<file path="config.mk">
export PLATFORM = sky130hd
export DESIGN_NAME = serial_byte_rx_flat
export DESIGN_NICKNAME = d
export VERILOG_FILES = /design/src/rtl/serial_rx_pkg.sv /design/src/rtl/serial_byte_rx_if.sv /design/src/rtl/sync_pattern_det.sv /design/src/rtl/serial_byte_rx.sv /design/src/flat_wrapper.sv
export SDC_FILE = /design/constraint.sdc
export NUM_CORES = 1
export LEC_CHECK = 0
export CAP_MARGIN = 20
export CORE_UTILIZATION = 55
export DETAILED_ROUTE_END_ITERATION = 6
export PLACE_DENSITY = 0.8
export SLEW_MARGIN = 20
export SYNTH_ARGS = -nofsm -noshare
export SYNTH_HDL_FRONTEND = slang
export SYNTH_SLANG_ARGS = --single-unit
</file>
<file path="constraint.sdc">
create_clock -name clk -period 2.15 [get_ports clk]
set_input_delay 0.43 -clock clk [delete_from_list [all_inputs] [get_ports clk]]
set_output_delay 0.43 -clock clk [all_outputs]
set_load 0.03 [all_outputs]
</file>
<file path="src/rtl/serial_rx_pkg.sv">
// Shared definitions for the serial byte receiver: FSM state encoding and
// default frame geometry.
package serial_rx_pkg;

    // Encoding 2'd3 is unused; the FSM treats it as illegal and returns to HUNT.
    typedef enum logic [1:0] {
        HUNT   = 2'd0,
        DATA   = 2'd1,
        PARITY = 2'd2
    } rx_state_e;

    localparam int                    DEF_DATA_W       = 8;
    localparam int                    DEF_SYNC_W       = 4;
    localparam logic [DEF_SYNC_W-1:0] DEF_SYNC_PATTERN = 4'b1011;

endpackage

</file>
<file path="src/rtl/serial_byte_rx_if.sv">
// Bit-stream input and byte-level output bundle of the serial byte receiver.
// The master drives the bit stream; the slave is the receiver.
interface serial_byte_rx_if
    import serial_rx_pkg::*;
#(
    parameter int DATA_W = DEF_DATA_W
);
    logic              din;
    logic              din_en;
    logic [DATA_W-1:0] dout;
    logic              dout_valid;
    logic              parity_err;
    logic              sync_lock;

    modport master (
        output din, din_en,
        input  dout, dout_valid, parity_err, sync_lock
    );

    modport slave (
        input  din, din_en,
        output dout, dout_valid, parity_err, sync_lock
    );
endinterface

</file>
<file path="src/rtl/sync_pattern_det.sv">
// Shift register that hunts a serial stream for a fixed sync word (MSB first).
// The match is taken on the post-shift value, so it fires on the last sync bit.
module sync_pattern_det
    import serial_rx_pkg::*;
#(
    parameter int                SYNC_W  = DEF_SYNC_W,
    parameter logic [SYNC_W-1:0] PATTERN = DEF_SYNC_PATTERN
) (
    input  logic clk,
    input  logic reset,
    input  logic i_clear,
    input  logic i_en,
    input  logic i_bit,
    output logic o_match
);
    logic [SYNC_W-1:0] r_sr;
    logic [SYNC_W-1:0] w_next;

    assign w_next  = {r_sr[SYNC_W-2:0], i_bit};
    assign o_match = i_en && (w_next == PATTERN);

    // NOTE: sequential state uses non-blocking assignments only, so every
    // register samples the pre-edge values of its neighbours.
    always_ff @(posedge clk) begin
        if (reset || i_clear) begin
            r_sr <= '0;
        end else if (i_en) begin
            r_sr <= w_next;
        end
    end
endmodule

</file>
<file path="src/rtl/serial_byte_rx.sv">
// Serial byte receiver: locks on a sync word, shifts in DATA_W bits MSB first,
// optionally checks an even-parity bit and emits the byte with a 1-cycle pulse.
module serial_byte_rx
    import serial_rx_pkg::*;
#(
    parameter int                DATA_W       = DEF_DATA_W,
    parameter int                SYNC_W       = DEF_SYNC_W,
    parameter logic [SYNC_W-1:0] SYNC_PATTERN = DEF_SYNC_PATTERN,
    parameter bit                PARITY_EN    = 1'b1
) (
    input  logic             clk,
    input  logic             reset,
    serial_byte_rx_if.slave  bus
);
    localparam int               CNT_W    = $clog2(DATA_W + 1);
    localparam logic [CNT_W-1:0] LAST_BIT = CNT_W'(DATA_W - 1);

    rx_state_e         r_state;
    logic [CNT_W-1:0]  r_cnt;
    logic [DATA_W-1:0] r_data_sr;
    logic [DATA_W-1:0] r_dout;
    logic              r_dout_valid;
    logic              r_parity_err;

    logic w_hunt_en;
    logic w_match;
    logic w_frame_done;

    assign w_hunt_en    = bus.din_en && (r_state == HUNT);
    // The detector is cleared on lock so it re-enters HUNT empty and payload
    // bits can never complete a sync word.
    assign w_frame_done = bus.din_en && ((r_state == PARITY) ||
                          (!PARITY_EN && (r_state == DATA) && (r_cnt == LAST_BIT)));

    sync_pattern_det #(
        .SYNC_W  (SYNC_W),
        .PATTERN (SYNC_PATTERN)
    ) u_sync_det (
        .clk     (clk),
        .reset   (reset),
        .i_clear (w_match || w_frame_done),
        .i_en    (w_hunt_en),
        .i_bit   (bus.din),
        .o_match (w_match)
    );

    always_ff @(posedge clk) begin
        if (reset) begin
            r_state      <= HUNT;
            r_cnt        <= '0;
            r_data_sr    <= '0;
            r_dout       <= '0;
            r_dout_valid <= 1'b0;
            r_parity_err <= 1'b0;
        end else begin
            r_dout_valid <= 1'b0;
            r_parity_err <= 1'b0;
            case (r_state)
                HUNT: begin
                    if (w_match) begin
                        r_state <= DATA;
                        r_cnt   <= '0;
                    end
                end
                DATA: begin
                    if (bus.din_en) begin
                        r_data_sr <= {r_data_sr[DATA_W-2:0], bus.din};
                        r_cnt     <= r_cnt + CNT_W'(1);
                        if (r_cnt == LAST_BIT) begin
                            if (PARITY_EN) begin
                                r_state <= PARITY;
                            end else begin
                                r_dout       <= {r_data_sr[DATA_W-2:0], bus.din};
                                r_dout_valid <= 1'b1;
                                r_state      <= HUNT;
                            end
                        end
                    end
                end
                PARITY: begin
                    if (bus.din_en) begin
                        r_dout       <= r_data_sr;
                        r_dout_valid <= 1'b1;
                        r_parity_err <= (^r_data_sr) ^ bus.din;
                        r_state      <= HUNT;
                    end
                end
                default: r_state <= HUNT;
            endcase
        end
    end

    assign bus.dout       = r_dout;
    assign bus.dout_valid = r_dout_valid;
    assign bus.parity_err = r_parity_err;
    assign bus.sync_lock  = (r_state != HUNT);
endmodule

</file>
<file path="src/flat_wrapper.sv">
// flat-port wrapper written by rule: the top's interface ports become plain ports
module serial_byte_rx_flat import serial_rx_pkg::*;
#(
    parameter int                DATA_W       = DEF_DATA_W,
    parameter int                SYNC_W       = DEF_SYNC_W,
    parameter logic [SYNC_W-1:0] SYNC_PATTERN = DEF_SYNC_PATTERN,
    parameter bit                PARITY_EN    = 1'b1
)
  (clk, reset, bus_din, bus_din_en, bus_dout, bus_dout_valid, bus_parity_err, bus_sync_lock);
  serial_byte_rx_if #(.DATA_W(DATA_W)) bus_i ();
  input  logic clk;
  input  logic reset;
  input wire logic [$bits(bus_i.din)-1:0] bus_din;
  input wire logic [$bits(bus_i.din_en)-1:0] bus_din_en;
  output wire logic [$bits(bus_i.dout)-1:0] bus_dout;
  output wire logic [$bits(bus_i.dout_valid)-1:0] bus_dout_valid;
  output wire logic [$bits(bus_i.parity_err)-1:0] bus_parity_err;
  output wire logic [$bits(bus_i.sync_lock)-1:0] bus_sync_lock;
  assign bus_i.din = bus_din;
  assign bus_i.din_en = bus_din_en;
  assign bus_dout = bus_i.dout;
  assign bus_dout_valid = bus_i.dout_valid;
  assign bus_parity_err = bus_i.parity_err;
  assign bus_sync_lock = bus_i.sync_lock;
  serial_byte_rx #(.DATA_W(DATA_W), .SYNC_W(SYNC_W), .SYNC_PATTERN(SYNC_PATTERN), .PARITY_EN(PARITY_EN)) u_core (.clk(clk), .reset(reset), .bus(bus_i));
endmodule
</file>
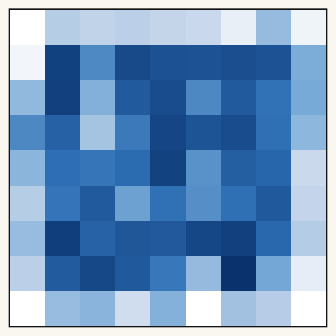
(images/cell_density.png)
9 x 9 tiles, from white (low) to dark blue (high), 0 to 100% covered.
mean over tiles: 58%
nearly empty tiles: 4.9%
tiles over 75% full: 38%
fullest tile: 99%
fraction of the core area covered by cells at the end of the flow: 71.9%
Init Core Util: 60.7%
core outline area: 1800 µm²

==> out/qor.log <==
qor: floorplanning.boundaryPins 15
qor: cts.postCtsSetupRepairBufs 0
qor: cts.cts_inserted_buffers 3
qor: final_timing.max_clock_freq 0.495 GHz
qor: power_and_ir_drop.pwr-share-comb 4.2%
qor: floorplanning.die_y 46.6 µm
qor: synth.yosysUniqueCellTypes 31
qor: final_timing.tns 0 ps
qor: layout.post_route_cells_drive_above_1_share 6.82%
qor: critical_path.worst-setup-path-type flip-flop to output port
qor: critical_path.setup.worst_path.end bus_sync_lock
qor: synth.yosysChipArea 1090 µm²
qor: layout.final_cell_area 1290 µm²
qor: final_timing.hold_viol 0
qor: cts.post_cts_hold_buffer_count 0
qor: final_timing.post-route-min-period 2020 ps
qor: route.detailroute.via_count 872
qor: power_and_ir_drop.cellPowerDensity 576 nW/µm²
qor: synth.top_ff_cell_synth sky130_fd_sc_hd__dfxtp_1
qor: global_routing.grt-ovfl-total 0
qor: synth.biggest_area_consumer_among_synthesized_cells sky130_fd_sc_hd__dfxtp_1
qor: power_and_ir_drop.internal-power 0.586 mW
qor: cts.clk_transition_reported_paths 140 ps
qor: worst_hold_path.hold-path-cell-count 2
qor: route.route.detailed.drc 0
qor: critical_path.crit_slowest_cell sky130_fd_sc_hd__clkdlybuf4s50_1
qor: cts.tritoncts yes
qor: critical_path.reg2reg_setup_slack 640 ps
qor: synth.syn-cell-area 1090 µm²
qor: worst_hold_path.hold_path_startpoint u_core.u_sync_det.r_sr[2]
qor: synth.synth.yosys.num_cells 117
qor: layout.final-clk-cell-share 2.13%
qor: floorplanning.chip_area 2170 µm²
qor: layout.share_of_the_final_layout_cell_area_in_multi_input_gates 40.1%
qor: critical_path.cp_top_family buffers and inverters
qor: synth.yosys.area_share.xor_xnor 6.52%
qor: route.route.final.wire_length 2.01 mm
qor: synth.synth.net_count 122
qor: critical_path.cp.required 1720 ps
qor: global_routing.grt_pass1_vias 757
qor: synth.synth_mux_share 0.915%
qor: synth.yosysWarnings 0
qor: power_and_ir_drop.total_power 0.745 mW
qor: layout.seq_cells 27
qor: power_and_ir_drop.switchingPower 0.159 mW
qor: final_timing.fin_hold_ws 466 ps
qor: global_routing.number_of_antenna_violations_at_the_first_check_in_global_routing 0
qor: critical_path.endpoint_of_the_most_critical_register_to_register_path u_core.bus.parity_err
qor: power_and_ir_drop.share_seq_of_total_power 67.6%
qor: final_timing.post-route-period-util 93.9%
qor: layout.final.fill_count 160
qor: synth.post_synth.cell_area_avg 9.35 µm²
qor: critical_path.r2r_start u_core.r_data_sr[6]
qor: power_and_ir_drop.pwr.group.combinational 0.0315 mW
qor: floorplanning.die_x 46.6 µm
qor: placed_design.pre_cts_slack 151 ps
qor: placed_design.placed_cell_area 1260 µm²
qor: layout.area.sequential 543 µm²
qor: synth.syn-instance-count 117
qor: status.outcome complete, no violations
qor: floorplanning.num_rows 15
qor: cts.post_cts_resized 0
qor: placed_design.io_buffers 14
qor: layout.final-comb-area 519 µm²
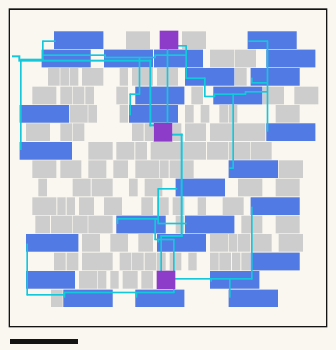
(images/clk_routes.png)
Bar = 10 µm.
legend:
  clock wires:
    colour: cyan
    length: 269 µm
  flip-flops:
    colour: blue
    count: 27
  clock drivers:
    colour: purple
    count: 3
routed clock nets: 4
flops lie: spread over the die
later-pin clock latency in the skew report: 320 ps
final clock skew: 4.41 ps
clk pwr: 0.210 mW

## per-layer routing
layer	part of all wire, %	routed length [µm]	global-route usage (%)	up-vias
met5	0	0	0	-
met4	1.2	24	10.6	0
met3	3.2	65	3.53	4
met2	49	974	33.3	16
met1	47	940	26.2	410
li1	-	-	-	442
## registers in the layout, indices dropped and copies added, names as in the netlist
name	flops
u_core.bus.dout	8
u_core.bus.dout_valid	1
u_core.bus.parity_err	1
u_core.r_cnt	4
u_core.r_data_sr	8
u_core.r_state	2
u_core.u_sync_det.r_sr	3
## worst register-to-register path: stages (launching register included)
cell and delay (ps):
sky130_fd_sc_hd__dfxtp_1 400, sky130_fd_sc_hd__xnor3_1 420, sky130_fd_sc_hd__or4b_1 500, sky130_fd_sc_hd__mux2i_1 130
Power is estimated from default activity; no workload was simulated.
